`src/rtl/imm_extend_pipe_if.sv`:
```
// Handshake/data bundle between decode and execute for imm_extend_pipe.
// slave = the extender, master = the environment driving and consuming it.
interface imm_extend_pipe_if #(
    parameter int DATA_WIDTH = 32,
    parameter int TAG_WIDTH  = 5
);
    logic                  in_valid;
    logic                  in_ready;
    logic [2:0]            ImmSrc;
    logic [31:0]           instr;
    logic [TAG_WIDTH-1:0]  in_tag;
    logic                  out_valid;
    logic                  out_ready;
    logic [DATA_WIDTH-1:0] ImmExt;
    logic [TAG_WIDTH-1:0]  out_tag;
    logic                  imm_err;

    modport slave (
        input  in_valid, ImmSrc, instr, in_tag, out_ready,
        output in_ready, out_valid, ImmExt, out_tag, imm_err
    );

    modport master (
        output in_valid, ImmSrc, instr, in_tag, out_ready,
        input  in_ready, out_valid, ImmExt, out_tag, imm_err
    );
endinterface

```
`src/rtl/imm_extend_pipe.sv`:
```
// Pipelined RV32/RV64 immediate extender: main output register plus one skid entry.
// Optional IMM_ERR_COUNT_EN adds a saturating 16-bit count of accepted illegal ImmSrc.
module imm_extend_pipe #(
    parameter int DATA_WIDTH = 32,
    parameter int TAG_WIDTH  = 5
) (
    input  logic                clk,
    input  logic                rst_n,
    imm_extend_pipe_if.slave    bus
`ifdef IMM_ERR_COUNT_EN
    ,
    output logic [15:0]         err_count
`endif
);

    if (DATA_WIDTH != 32 && DATA_WIDTH != 64) begin : g_bad_width
        $error("imm_extend_pipe: DATA_WIDTH must be 32 or 64");
    end

    logic [31:0]           imm32;
    logic                  sext;
    logic                  dec_err;
    logic [DATA_WIDTH-1:0] dec_imm;

    // Every format fits in 32 bits; widening to 64 is a single signed/unsigned cast.
    always_comb begin
        imm32   = 32'd0;
        sext    = 1'b1;
        dec_err = 1'b0;
        unique case (bus.ImmSrc)
            3'b000: imm32 = {{20{bus.instr[31]}}, bus.instr[31:20]};
            3'b001: imm32 = {{20{bus.instr[31]}}, bus.instr[31:25], bus.instr[11:7]};
            3'b010: imm32 = {{19{bus.instr[31]}}, bus.instr[31], bus.instr[7],
                             bus.instr[30:25], bus.instr[11:8], 1'b0};
            3'b011: imm32 = {{11{bus.instr[31]}}, bus.instr[31], bus.instr[19:12],
                             bus.instr[20], bus.instr[30:21], 1'b0};
            3'b100: imm32 = {bus.instr[31:12], 12'b0};
            3'b101: begin
                sext  = 1'b0;
                imm32 = (DATA_WIDTH == 64) ? {26'd0, bus.instr[25:20]}
                                           : {27'd0, bus.instr[24:20]};
            end
            3'b110: begin
                sext  = 1'b0;
                imm32 = {27'd0, bus.instr[19:15]};
            end
            default: begin
                sext    = 1'b0;
                dec_err = 1'b1;
            end
        endcase
        dec_imm = sext ? DATA_WIDTH'($signed(imm32)) : DATA_WIDTH'(imm32);
    end

    logic unused_opcode;
    assign unused_opcode = ^bus.instr[6:0];

    logic                  main_valid_q, main_valid_d;
    logic [DATA_WIDTH-1:0] main_imm_q,   main_imm_d;
    logic [TAG_WIDTH-1:0]  main_tag_q,   main_tag_d;
    logic                  main_err_q,   main_err_d;
    logic                  skid_valid_q, skid_valid_d;
    logic [DATA_WIDTH-1:0] skid_imm_q,   skid_imm_d;
    logic [TAG_WIDTH-1:0]  skid_tag_q,   skid_tag_d;
    logic                  skid_err_q,   skid_err_d;

    logic accept;
    logic xfer;

    assign accept = bus.in_valid & ~skid_valid_q;
    assign xfer   = main_valid_q & bus.out_ready;

    always_comb begin
        main_valid_d = main_valid_q;
        main_imm_d   = main_imm_q;
        main_tag_d   = main_tag_q;
        main_err_d   = main_err_q;
        skid_valid_d = skid_valid_q;
        skid_imm_d   = skid_imm_q;
        skid_tag_d   = skid_tag_q;
        skid_err_d   = skid_err_q;
        if (xfer) begin
            // in_ready is low whenever the skid is full, so no accept can collide here
            if (skid_valid_q) begin
                main_imm_d   = skid_imm_q;
                main_tag_d   = skid_tag_q;
                main_err_d   = skid_err_q;
                skid_valid_d = 1'b0;
            end else if (accept) begin
                main_imm_d = dec_imm;
                main_tag_d = bus.in_tag;
                main_err_d = dec_err;
            end else begin
                main_valid_d = 1'b0;
            end
        end else if (accept) begin
            if (!main_valid_q) begin
                main_valid_d = 1'b1;
                main_imm_d   = dec_imm;
                main_tag_d   = bus.in_tag;
                main_err_d   = dec_err;
            end else begin
                skid_valid_d = 1'b1;
                skid_imm_d   = dec_imm;
                skid_tag_d   = bus.in_tag;
                skid_err_d   = dec_err;
            end
        end
    end

    always_ff @(posedge clk or negedge rst_n) begin
        if (!rst_n) begin
            main_valid_q <= 1'b0;
            main_imm_q   <= '0;
            main_tag_q   <= '0;
            main_err_q   <= 1'b0;
            skid_valid_q <= 1'b0;
            skid_imm_q   <= '0;
            skid_tag_q   <= '0;
            skid_err_q   <= 1'b0;
        end else begin
            main_valid_q <= main_valid_d;
            main_imm_q   <= main_imm_d;
            main_tag_q   <= main_tag_d;
            main_err_q   <= main_err_d;
            skid_valid_q <= skid_valid_d;
            skid_imm_q   <= skid_imm_d;
            skid_tag_q   <= skid_tag_d;
            skid_err_q   <= skid_err_d;
        end
    end

    assign bus.in_ready  = ~skid_valid_q;
    assign bus.out_valid = main_valid_q;
    assign bus.ImmExt    = main_imm_q;
    assign bus.out_tag   = main_tag_q;
    assign bus.imm_err   = main_err_q;

`ifdef IMM_ERR_COUNT_EN
    logic [15:0] err_cnt_q, err_cnt_d;

    always_comb begin
        err_cnt_d = err_cnt_q;
        if (accept && dec_err && err_cnt_q != 16'hFFFF) begin
            err_cnt_d = err_cnt_q + 16'd1;
        end
    end

    always_ff @(posedge clk or negedge rst_n) begin
        if (!rst_n) begin
            err_cnt_q <= 16'd0;
        end else begin
            err_cnt_q <= err_cnt_d;
        end
    end

    assign err_count = err_cnt_q;
`endif

endmodule

```
`src/flat_wrapper.sv`:
```
// flat-port wrapper written by rule: the top's interface ports become plain ports
module imm_extend_pipe_flat 
#(
    parameter int DATA_WIDTH = 32,
    parameter int TAG_WIDTH  = 5
)
  (clk, rst_n, bus_in_valid, bus_ImmSrc, bus_instr, bus_in_tag, bus_out_ready, bus_in_ready, bus_out_valid, bus_ImmExt, bus_out_tag, bus_imm_err);
  imm_extend_pipe_if #(.DATA_WIDTH(DATA_WIDTH), .TAG_WIDTH(TAG_WIDTH)) bus_i ();
  input  logic clk;
  input  logic rst_n;
  input wire logic [$bits(bus_i.in_valid)-1:0] bus_in_valid;
  input wire logic [$bits(bus_i.ImmSrc)-1:0] bus_ImmSrc;
  input wire logic [$bits(bus_i.instr)-1:0] bus_instr;
  input wire logic [$bits(bus_i.in_tag)-1:0] bus_in_tag;
  input wire logic [$bits(bus_i.out_ready)-1:0] bus_out_ready;
  output wire logic [$bits(bus_i.in_ready)-1:0] bus_in_ready;
  output wire logic [$bits(bus_i.out_valid)-1:0] bus_out_valid;
  output wire logic [$bits(bus_i.ImmExt)-1:0] bus_ImmExt;
  output wire logic [$bits(bus_i.out_tag)-1:0] bus_out_tag;
  output wire logic [$bits(bus_i.imm_err)-1:0] bus_imm_err;
  assign bus_i.in_valid = bus_in_valid;
  assign bus_i.ImmSrc = bus_ImmSrc;
  assign bus_i.instr = bus_instr;
  assign bus_i.in_tag = bus_in_tag;
  assign bus_i.out_ready = bus_out_ready;
  assign bus_in_ready = bus_i.in_ready;
  assign bus_out_valid = bus_i.out_valid;
  assign bus_ImmExt = bus_i.ImmExt;
  assign bus_out_tag = bus_i.out_tag;
  assign bus_imm_err = bus_i.imm_err;
  imm_extend_pipe #(.DATA_WIDTH(DATA_WIDTH), .TAG_WIDTH(TAG_WIDTH)) u_core (.clk(clk), .rst_n(rst_n), .bus(bus_i));
endmodule
```
`config.mk`:
```
export PLATFORM = sky130hd
export DESIGN_NAME = imm_extend_pipe_flat
export DESIGN_NICKNAME = d
export VERILOG_FILES = /design/src/rtl/imm_extend_pipe_if.sv /design/src/rtl/imm_extend_pipe.sv /design/src/flat_wrapper.sv
export SDC_FILE = /design/constraint.sdc
export NUM_CORES = 1
export LEC_CHECK = 0
export CORE_ASPECT_RATIO = 1.1
export CORE_MARGIN = 4
export CORE_UTILIZATION = 45
export DETAILED_ROUTE_END_ITERATION = 8
export DONT_BUFFER_PORTS = 1
export SETUP_SLACK_MARGIN = 0.1
export SLEW_MARGIN = 10
export SYNTH_ARGS = -nofsm -noshare
export SYNTH_HDL_FRONTEND = slang
export SYNTH_SLANG_ARGS = --single-unit
```
`constraint.sdc`:
```
create_clock -name clk -period 4.15 [get_ports clk]
set_clock_uncertainty 0.15 [all_clocks]
set_input_delay 0.6225 -clock clk [delete_from_list [all_inputs] [get_ports clk]]
set_output_delay 0.6225 -clock clk [all_outputs]
set_load 0.02 [all_outputs]
```
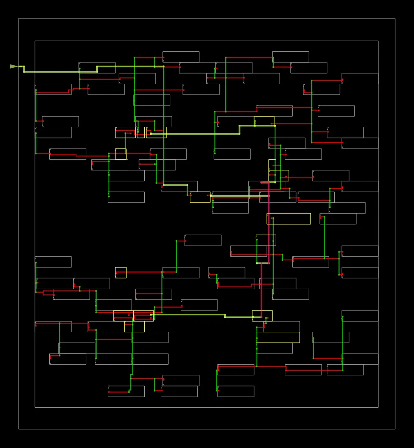
**Above:** clock routing.
number of clock buffers in the layout: 10
worst-skew pair later-pin latency: 0.35 ns

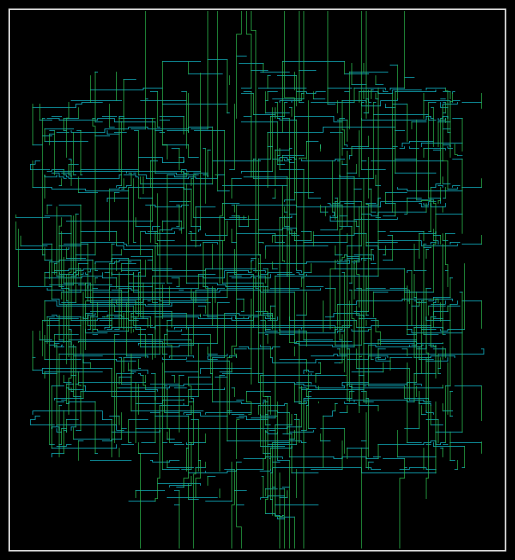
**Above:** routed metal, one colour a layer.
Two of the layers only.
| colour | layer | wire length |
|---|---|---|
| green | metal 2 | 4270 µm |
| cyan | metal 1 | 3800 µm |

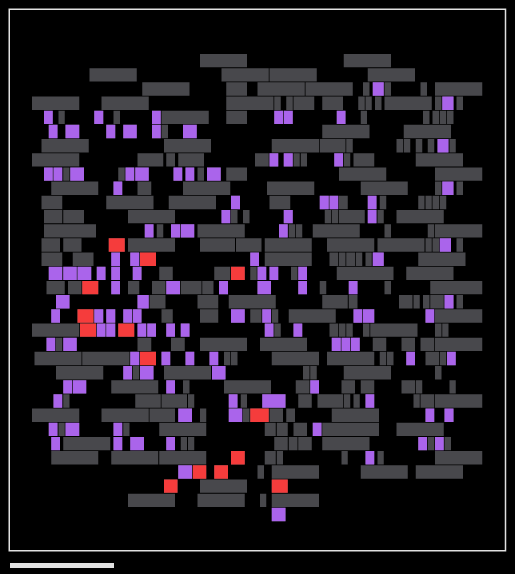
**Above:** gate families picked out.
Bar = 20 µm.
| colour | family | cells | most used |
|---|---|---|---|
| red | AND-OR and OR-AND gates | 14 | o22a_1 |
| purple | inverting AOI/OAI gates | 119 | a21oi_1 |
logic gate fraction of the total cell area: 0.404
post-route insts no fill: 491
highest-count logic cell in the final layout: nand2_1

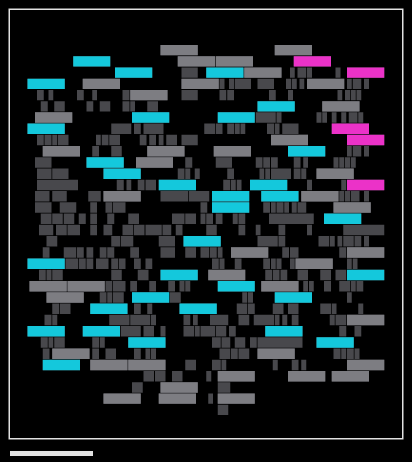
**Above:** sequential cells coloured by netlist name.
Bar = 20 µm.
| colour | name in the netlist | sequential cells |
|---|---|---|
| magenta | `u_core.bus.out_tag` | 5 |
| cyan | `u_core.skid_imm_q` | 32 |

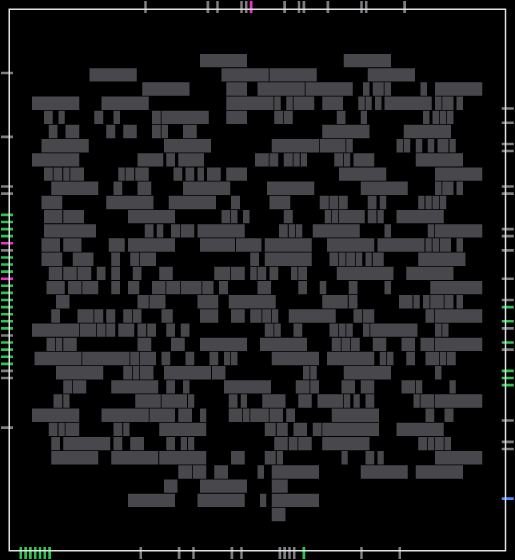
**Above:** pin placement.
Pins as bars across the die edge, other pins in grey.
| colour | port | pins | direction | edge |
|---|---|---|---|---|
| magenta | `bus_ImmSrc` | 3 | input | 2 left, 1 top |
| green | `bus_instr` | 32 | input | 18 left, 8 bottom, 6 right |
| blue | `rst_n` | 1 | input | right |
all pins by edge: 29 left, 23 right, 19 bottom, 13 top

==> highlights.md <==
* post-detailed-route via-to-cell ratio: 5.66
* critical setup path kind: reg -> reg
* wire length of the first global-routing pass: 14400 µm
* accumulated negative setup slack: 0 ns
* cell breakdown of the critical path: nand2b_1 > o211a_1 > nand2_1 > o21ai_0
* Resized cells post-CTS: 0
* I/O pin total: 84
* slew of the pin with the lowest slew margin: 1.07 ns
* delay of the slowest cell on the worst path: 0.69 ns
* Core ar.: 0.00800 mm²
* number of nets still failing antenna checks after routing: 0
* family with the most delay on the worst path: AND-OR/OR-AND gates
* Switching Power: 327 µW
* initial detailed-routing violation count: 153
* initial standard-cell utilization of the core: 0.467
* number of port buffers: 0
* number of fillers in the final layout: 782
* yosys warns: 0
* minimum period implied by the final worst setup slack: 2.56 ns
* Sw Ratio: 0.222
* number of pins exceeding their max-slew limit in the final report: 0
* clock input transition at the sequential cells of the worst setup and hold paths: 0.09 ns
* maximum number of pins on one net before global-route repair: 79
* number of iterations in the first detailed-routing pass: 4
* CTS Root Cell: clkbuf_8
* area share of the leading cell type in the synthesized netlist: 0.523
* post-layout worst setup margin: 1.59 ns
* Leak: 0.00185 µW
* RSZ-0062 raised after global routing: no
* Vias: 2780
* kind of path behind the tightest hold check: in -> async
* DRC viols: 0
* global route overflow: 0
* largest driver fanout on the critical path: 24
* final wirelength: 8940 µm
* number of clock buffers inserted by TritonCTS: 9
* run status: finished clean
* highest achievable clock rate: 0.391 GHz
* cell row count: 34
* kind of capture point of the worst setup path: register
* Seq cells post-synth: 78
* total die size: 0.00982 mm²
* die extent in x: 94.9 µm
* library cells used by synthesis: 40
* Internal Power: 1150 µW
* total power divided by cell area: 369 mW/mm²
* worst path bufs/invs: 0
* top cells by area: dfrtp_1 52%, nand2_1 7.9%, a21oi_1 5.5%
* CTS tree: yes
* top cell type by total area after synthesis: dfrtp_1
* sequential power share: 0.515
* fraction of final layout cells with drive strength greater than 1: 0.0992
* R2R Path End: u_core.bus.ImmExt[12]
* global placer's final weighted congestion: 0.841
* number of setup violations in the final report: 0
* depth of the worst register-to-register path: 4
* Nets at Floorplan: 438
* number of endpoints with negative hold slack in the final report: 0
* number of antenna violations at the first check in global routing: 0
-- worst reg2reg max path, cell delays in order (launching register included) --
cell and delay, ns:
dfrtp_1 0.57, nand2b_1 0.20, o211a_1 0.69, nand2_1 0.54, o21ai_0 0.32
-- cells by family (layout without fill, tap and decap cells) --
group,Yosys count,after routing,synth area share
AOI/OAI and AO/OA,133,133,0.212
and+or+nand+nor,130,130,0.160
DFF,78,78,0.523
buffers and inverters,34,23,0.0459
muxes,18,18,0.0526
xor gates and xnor gates,1,1,0.00737
-- state kept, by name, summed over array words and instances, names as in the netlist --
name,flops
u_core.bus.imm_err,1
u_core.skid_valid_q,1
u_core.skid_imm_q,32
u_core.bus.out_valid,1
u_core.bus.ImmExt,32
u_core.skid_tag_q,5
u_core.bus.out_tag,5
u_core.skid_err_q,1
-- Yosys cell counts, drive strengths merged (5+ instances only) --
library cell / instances
nor3b: 7
mux2i: 5
nor2: 19
clkbuf: 14
a211oi: 5
nand3: 5
mux2: 13
o21ai: 45
nand2: 79
a31oi: 8
o22a: 7
dfrtp: 78
a21oi: 41
nand3b: 6
buf: 19
a22oi: 17
-- layer usage --
| metal | vias up | GRT usage | wire [µm] | part of all wire |
|---|---|---|---|---|
| met5 | - | 0 | 0 | 0 |
| met4 | 0 | 0.0371 | 35 | 0.0039 |
| met3 | 5 | 0.0819 | 837 | 0.094 |
| met2 | 73 | 0.282 | 4270 | 0.48 |
| met1 | 1360 | 0.246 | 3800 | 0.42 |
| li1 | 1342 | - | - | - |
-- timing repair --
item | 4_1_cts | 5_1_grt
endpoints found under the setup margin | 0 | 0
endpoints found under the hold margin | 78 | 0
hold buffers | 1 | 0
setup buffers | 0 | 0
-- worst max path at each step --
stage | startpoint | to | slack (ns) | cells past startpoint
3_5_place_dp | u_core.bus.out_valid | u_core.bus.ImmExt[14] | 1.59 | 4
4_1_cts | u_core.bus.out_valid | u_core.bus.ImmExt[12] | 1.55 | 4
2_1_floorplan | bus_out_ready | u_core.bus.ImmExt[20] | 2.37 | 4
6_report | u_core.bus.out_valid | u_core.bus.ImmExt[12] | 1.59 | 4
3_3_place_gp | bus_out_ready | u_core.bus.ImmExt[19] | 1.66 | 4
5_1_grt | u_core.bus.out_valid | u_core.bus.ImmExt[14] | 1.44 | 4
-- area by class of cell --
cell class	instances	area [µm²]	area share
inverter	1	3.75	0.000940
clock inverter	6	85.1	0.0213
sequential	78	1950	0.489
clock buffer	10	138	0.0345
timing repair buffer	6	65.1	0.0163
multi-input combinational	282	1610	0.404
tap	108	135	0.0339
-- per-stage QoR --
| step | instance area, µm² | std cells | hold slack (ns) | power, µW |
|---|---|---|---|---|
| floorplan | 3730 | 394 | 0.177 | 838 |
| global placement | 3740 | 474 | 0.180 | 839 |
| detailed placement | 3740 | 474 | 0.179 | 840 |
| CTS | 3990 | 491 | 0.0301 | 1490 |
| global route | 3990 | 491 | 0.0359 | 1530 |
| finish | 3990 | 491 | 0.0196 | 1470 |
-- power groups by stage --
stage / logic [µW] / registers, µW / clock network (µW)
floorplan: 63.7 / 775 / 0
global placement: 64.1 / 775 / 0
detailed placement: 65.0 / 775 / 0
CTS: 83.8 / 759 / 644
global route: 92.8 / 759 / 679
finish: 81.7 / 759 / 634
Power figures rest on the tool's default switching activity, not on a simulated workload.
